$ cat config.mk
export PLATFORM = sky130hd
export DESIGN_NAME = output_serializer
export DESIGN_NICKNAME = d
export VERILOG_FILES = /design/src/rtl/output_serializer.sv
export SDC_FILE = /design/constraint.sdc
export NUM_CORES = 1
export LEC_CHECK = 0
export CORE_ASPECT_RATIO = 1.25
export CORE_MARGIN = 2
export CORE_UTILIZATION = 43
export DETAILED_ROUTE_END_ITERATION = 6
export PLACE_DENSITY_LB_ADDON = 0.3
export SYNTH_ARGS = -nofsm -noshare
export SYNTH_HDL_FRONTEND = slang
export SYNTH_SLANG_ARGS = --single-unit
export TNS_END_PERCENT = 5
$ cat constraint.sdc
create_clock -name clk -period 21.8 [get_ports clk]
set_input_delay 3.27 -clock clk [delete_from_list [all_inputs] [get_ports clk]]
set_output_delay 3.27 -clock clk [all_outputs]
set_load 0.01 [all_outputs]
$ cat src/rtl/output_serializer.sv
// Captures NUM_CORES words per start pulse into a FIFO and streams them out with m_tlast per group.
// Optional OUT_SERIALIZER_RELU_EN clamps negative signed elements to zero before the FIFO write.
module output_serializer #(
    parameter int WIDTH      = 16,
    parameter int CHUNK_SIZE = 4,
    parameter int NUM_CORES  = 4,
    parameter int FIFO_DEPTH = 8
) (
    input  logic                        clk,
    input  logic                        rst_n,
    input  logic                        start,
    input  logic [WIDTH*CHUNK_SIZE-1:0] in_data,
    output logic [WIDTH*CHUNK_SIZE-1:0] m_tdata,
    output logic                        m_tvalid,
    input  logic                        m_tready,
    output logic                        m_tlast,
    output logic                        busy,
    output logic                        overflow
);
    localparam int DW    = WIDTH * CHUNK_SIZE;
    localparam int IDX_W = $clog2(NUM_CORES + 1);
    localparam int PTR_W = (FIFO_DEPTH > 1) ? $clog2(FIFO_DEPTH) : 1;
    localparam int CNT_W = $clog2(FIFO_DEPTH + 1);

    localparam logic [IDX_W-1:0] LAST_IDX   = IDX_W'(NUM_CORES - 1);
    localparam logic [CNT_W-1:0] DEPTH_CNT  = CNT_W'(FIFO_DEPTH);

    typedef enum logic {IDLE, CAPTURE} state_t;

    state_t                state;
    logic [IDX_W-1:0]      idx;
    logic [DW-1:0]         mem [FIFO_DEPTH];
    logic [FIFO_DEPTH-1:0] tag_mem;
    logic [PTR_W-1:0]      wr_ptr;
    logic [PTR_W-1:0]      rd_ptr;
    logic [CNT_W-1:0]      count;
    logic [DW-1:0]         wr_word;
    logic                  push_req;
    logic                  pop;
    logic                  accept;

`ifdef OUT_SERIALIZER_RELU_EN
    always_comb begin
        wr_word = in_data;
        for (int i = 0; i < CHUNK_SIZE; i++) begin
            if (in_data[(i+1)*WIDTH-1]) begin
                wr_word[i*WIDTH +: WIDTH] = '0;
            end
        end
    end
`else
    assign wr_word = in_data;
`endif

    assign push_req = (state == CAPTURE);
    assign pop      = m_tvalid && m_tready;
    // A full FIFO can still take a word when the head leaves on the same edge.
    assign accept   = push_req && ((count < DEPTH_CNT) || pop);

    assign m_tvalid = (count != '0);
    assign m_tdata  = m_tvalid ? mem[rd_ptr] : '0;
    assign m_tlast  = m_tvalid ? tag_mem[rd_ptr] : 1'b0;
    assign busy     = (state == CAPTURE);

    always_ff @(posedge clk) begin
        if (!rst_n) begin
            state    <= IDLE;
            idx      <= '0;
            wr_ptr   <= '0;
            rd_ptr   <= '0;
            count    <= '0;
            overflow <= 1'b0;
        end else begin
            case (state)
                IDLE: begin
                    if (start) begin
                        state <= CAPTURE;
                        idx   <= '0;
                    end
                end
                CAPTURE: begin
                    if (idx == LAST_IDX) begin
                        state <= IDLE;
                        idx   <= '0;
                    end else begin
                        idx <= idx + IDX_W'(1);
                    end
                    if (!accept) begin
                        overflow <= 1'b1;
                    end
                end
                default: state <= IDLE;
            endcase

            if (accept) begin
                mem[wr_ptr]     <= wr_word;
                tag_mem[wr_ptr] <= (idx == LAST_IDX);
                wr_ptr          <= wr_ptr + PTR_W'(1);
            end
            if (pop) begin
                rd_ptr <= rd_ptr + PTR_W'(1);
            end

            case ({accept, pop})
                2'b10:   count <= count + CNT_W'(1);
                2'b01:   count <= count - CNT_W'(1);
                default: count <= count;
            endcase
        end
    end
endmodule

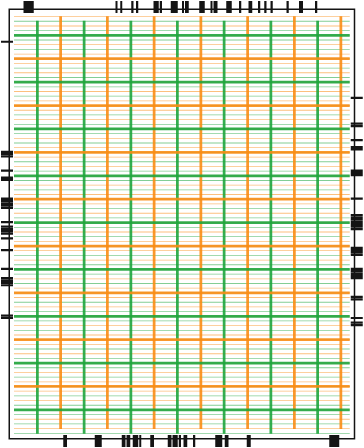
Figure 1: run 1, PDN straps and rails.
Pins as bars on the die edge.
- VSS: green
- VDD: orange
- rows: 89
- signal pins: 136
- met1 rails: 90
- met4 straps: 14
- met5 straps: 17
Worst IR Drop VDD: 0.0864 mV
die width: 200 um
core outline area: 47200 um2
Chip Height: 249 um

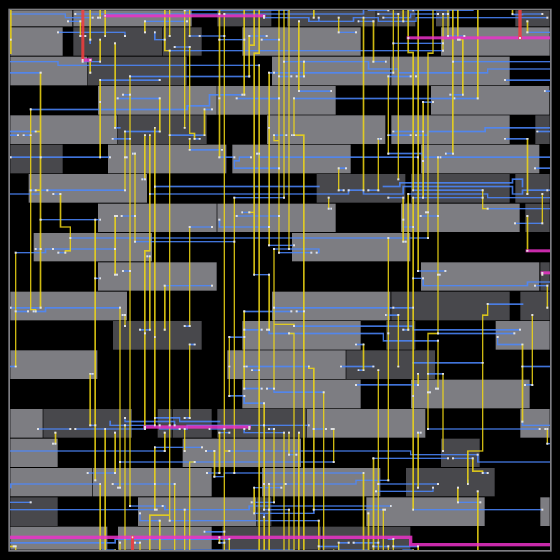
Figure 2: run 1, layout detail.
Region (25, 161) to (75, 211) um. Cells in grey, sequential cells in the stronger grey; small squares are vias.
- M2: yellow
- M4: red
- M3: magenta
- M1: blue
- cells with their middle in the window: 64
- most frequent: edfxtp_1 (39), mux4_2 (10), mux2i_1 (4)
- netlist names of flops here include: mem (39)
- sequential cells in the window: 40

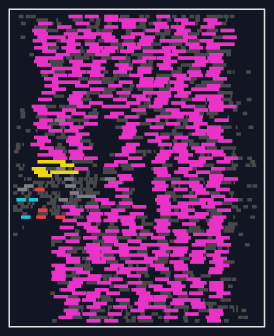
Figure 3: run 1, where the registers sit.
- idx: cyan (placed flops 3)
- tag_mem: yellow (placed flops 8; where middle left)
- mem: magenta (placed flops 512)
- count: red (placed flops 4)
fraction of area in registers: 0.656
Post-Route Utilization: 0.516

run 1: critical path, delay by kind of cell, from the launching register on:
kind          cells  cell delay, ps
buf+inv           2            1420
simple gates      1              80
mux               2             940
flops             1             690
run 1: area by class of cell:
class | instances | area share
inverter | 2 | 0.000308
clock buffer | 69 | 0.0585
timing repair buffer | 156 | 0.0619
clock inverter | 25 | 0.0111
tap | 637 | 0.0327
multi-input combinational | 333 | 0.179
antenna | 2 | 0.000205
sequential | 538 | 0.656
run 1: flip-flops by register name, summed over array words and instances (netlist names), named ones only:
name / cells
mem: 512
tag_mem: 8
count: 4
idx: 3
rd_ptr: 3
wr_ptr: 3
busy: 1
overflow: 1
run 1: how the worst max path moves through the flow:
stage,from,to,slack [ps],cells after the start
after CTS,flip-flop,m_tdata[59],14640,5
final,flip-flop,m_tdata[59],14800,5
after detailed placement,flip-flop,m_tdata[59],15260,5
after global routing,flip-flop,m_tdata[59],14480,5
after floorplan,m_tready,mem[1][0],11300,3
after global placement,flip-flop,m_tdata[59],15250,5
run 1: per-layer routing:
| metal | up-vias | wire length (um) | part of all wire | track usage |
|---|---|---|---|---|
| met3 | 58 | 2010 | 0.049 | 0.0290 |
| met2 | 222 | 20900 | 0.51 | 0.281 |
| met4 | 2 | 774 | 0.019 | 0.0449 |
| met1 | 4975 | 17300 | 0.42 | 0.226 |
| met5 | - | 10 | 0.00024 | 0 |
| li1 | 4130 | - | - | - |
run 1: cells by family after synthesis:
| logic type | after synthesis | share of synthesized area |
|---|---|---|
| multiplexers | 198 | 0.175 |
| buffers and inverters | 48 | 0.0139 |
| AND-OR/OR-AND | 13 | 0.00395 |
| AND/OR/NAND/NOR | 109 | 0.0242 |
| XOR/XNOR | 7 | 0.00298 |
| adder cells (fa/ha/maj) | 6 | 0.00365 |
| flip-flops | 538 | 0.776 |
==> GITHUB_STEP_SUMMARY, run 1 <==
### Flow metrics

| Metric | Value |
|---|---|
| Area delta synth->final | 18.4% |
| Final Setup Violations | 0 |
| CTS resizes | 0 |
| RSZ-0062 raised after global routing | false |
| Antenna violations before repair | 3 |
| NetSw | 702 uW |
| Combinational power | 663 uW |
| P_seq | ~1200 uW |
| Worst hold slack | 472 ps |
| Max Slew Vio Count | 0 |
| Startpoint types | flip-flop |
| Synth Area per Inst | 22.4 um2 |
| Sequential group share of total power | 0.433 |
| Max-area cell share | 0.758 |
| Setup_tns | 0 ps |
| Status | finished clean |
| Finished Cell Area | approximately 24000 um2 |
| Pre-Place Util | 0.436 |
| Synthesized instance count | 919 |
| Hold crit path type | reg2reg |
| Routed WL | between 40000 and 50000 um |
| Clk buf depth | 3 |
| Yosys Chip Area | 20600 um2 |
| HP Start | overflow |
| Worst path slowest cell | buf_4 |
| Antenna viol nets, final | 0 |
| WHS Path Cells | 1 |
| Pin count of the biggest net entering global routing | 67 |
| H-Tree Depth | 2 |
| Die area | 49700 um2 |
| Synthesized Nets | 993 |
| # nets final | around 1200 |
| Layout fillers | between 3000 and 4000 |
| Clock share of power | 0.324 |
| Place WS | 15260 ps |
| Post-synth ARST share | 0 |
| Flip-flops with a built-in enable | 520 |
| Fmax | ~140 MHz |
| R2R setup slack | 18570 ps |
| Cell count listed in synth_stat.txt | 919 |
| CP arrival | 3730 ps |
| Crit path required time | roughly 19000 ps |
## Run 2: what changed since run 1
==> constraint.sdc (replaced) <==
create_clock -name clk -period 7.33 [get_ports clk]
set_input_delay 1.0995 -clock clk [delete_from_list [all_inputs] [get_ports clk]]
set_output_delay 1.0995 -clock clk [all_outputs]
set_load 0.01 [all_outputs]
==> run 2 against run 1 <==
Against the previous run: clock-buffer cell count decreased by 2; largest cell class unchanged; sequential cell count is the same; critical path depth is the same; core utilization decreased by 0.16 points; die area stayed put; via count decreased by 1.5%; register-to-register slack lost 14000 ps; final cell count down 0.17%; sequential share of layout area up 0.20 points; non-clock buffer count fell by 1; synthesized cell count unchanged; power rose to 2.9 times the previous value.
==> GITHUB_STEP_SUMMARY, run 2 <==
### Flow metrics

| Metric | Value |
|---|---|
| Status | finished clean |
| Post-route met1 wirelength | 17100 um (-0.76%) |
| Flip-flops with a built-in enable | 520 (unchanged) |
| Largest Register | mem |
| RSZ-0062 raised after global routing | false |
| # nets final | 1154 (-0.17%) |
| Max reg flops | 512 (unchanged) |
| Post-synth ARST share | 0 (unchanged) |
| Sequential group share of total power | 0.443 (+0.010) |
| Area delta synth->final | 18.0% |
| Top Registers | mem (512), tag_mem (8), count (4) |
| Pre-Place Util | 0.436 (unchanged) |
| Synth Area per Inst | 22.4 um2 (unchanged) |
| Synthesized instance count | 919 (unchanged) |
| Chip Height | 249 um (unchanged) |
| Clock share of power | 0.314 (-0.010) |
| Finished Cell Area | 24300 um2 (-0.31%) |
| Startpoint types | flip-flop |
| NetSw | 2080 uW (+200%) |
| Hold crit path type | reg2reg |
| Routed WL | 40000 um (-2.3%) |
| Yosys Chip Area | 20600 um2 (unchanged) |
| CTS resizes | 0 (unchanged) |
| Die area | 49700 um2 (unchanged) |
| GR Util met3 | 0.0336 (+0.00461) |
| Grt met2 use | 0.280 (-0.000992) |
| Synthesized Nets | 993 (unchanged) |
| Met1 Use GR | 0.219 (-0.00714) |
| Uppermost layer routed | met5 |
| Core outline area | 47200 um2 (unchanged) |
| CP arrival | 3360 ps (-370 ps) |
| Max Slew Vio Count | 0 (unchanged) |
| Routed wl met2 | 20200 um (-3.3%) |
| Crit path required time | 6230 ps (-12300 ps) |
| Cell count listed in synth_stat.txt | 919 (unchanged) |
| Final Setup Violations | 0 (unchanged) |
| Antenna violations before repair | 3 (unchanged) |
| WL met3 | 1930 um (-4.0%) |
[run 2: cell counts after synthesis]
No cell type changed its count.
[run 2: per-stage QoR]
| step | hold WS [ps] | TNS [ps] |
|---|---|---|
| 2_1_floorplan | 453 | -129570 |
| 3_3_place_gp | 461 | 0 |
| 3_5_place_dp | 475 | 0 |
| 4_1_cts | 484 | 0 |
| 5_1_grt | 486 | 0 |
| 6_report | 476 | 0 |
[run 2: logic make-up after synthesis]
group	count (synthesis)	share of synthesized area
muxes	198	0.175
and+or+nand+nor	109	0.0242
buffers and inverters	48	0.0139
DFF	538	0.776
xor gates and xnor gates	7	0.00298
AOI/OAI and AO/OA	13	0.00395
adders and majority gates	6	0.00365
[run 2: area by class of cell]
class                   count  share of cell area
clock inverters            26             0.00947
diodes                      1            0.000103
well taps                 637              0.0328
repair buffers            155              0.0628
clock buffers              67              0.0566
inverters                   2            0.000309
flip-flops and latches    538               0.658
multi-input cells         333               0.180
[run 2: path summary, 6_finish.rpt]
check | from | slack, ps | endpoint | depth (start not counted)
max | flip-flop | 2870 | m_tdata[0] | 5
min | overflow | 480 | overflow | 1
max reg2reg | count[0] | 4120 | count[2] | 11
min reg2reg | overflow | 480 | overflow | 1
[run 2: power groups by stage]
stage / registers, uW / clock network, uW / logic [uW]
after floorplan: 3530 / 0 / 1290
after global placement: 3630 / 0 / 1990
after global routing: 3580 / 2690 / 2110
final: 3560 / 2520 / 1950
after detailed placement: 3630 / 0 / 2000
after CTS: 3570 / 2580 / 2010
[run 2: worst max-delay path: stages, from the launching register on]
cell	delay (ps)
dfxtp_4	960
buf_12	420
mux4_2	550
mux2i_1	150
nor2_1	120
clkdlybuf4s50_1	560
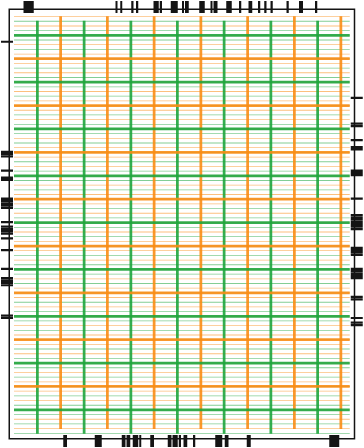
Figure 4: run 2, PDN straps and rails.
Pins as bars on the die edge.
- VDD: orange
- VSS: green
- met5 straps: 17
- rows: 89
- met4 straps: 14
- met1 rails: 90
Worst IR Drop VDD: 0.451 mV

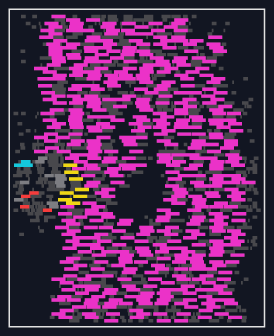
Figure 5: run 2, where the registers sit.
- count: red (placed flops 4; where middle left)
- mem: magenta (placed flops 512)
- idx: cyan (placed flops 3)
- tag_mem: yellow (placed flops 8; where middle left)
- not coloured: 11
fraction of area in registers: 0.658
register area: 16000 um2
P_seq: 3560 uW
Post-Route Utilization: 0.515

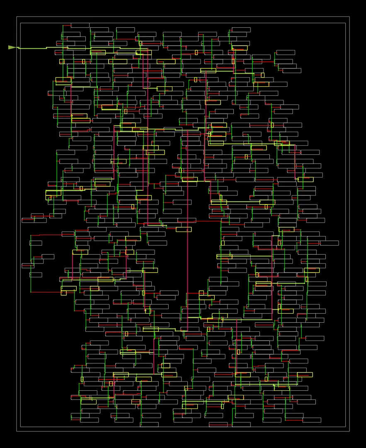
Figure 6: run 2, clock wiring as the flow saved it.
flip-flops: 538
clock distribution power: 2520 uW
Clock Skews: 18.8 ps
Num Clock Sinks: 538

Power is estimated from default activity; no workload was simulated.
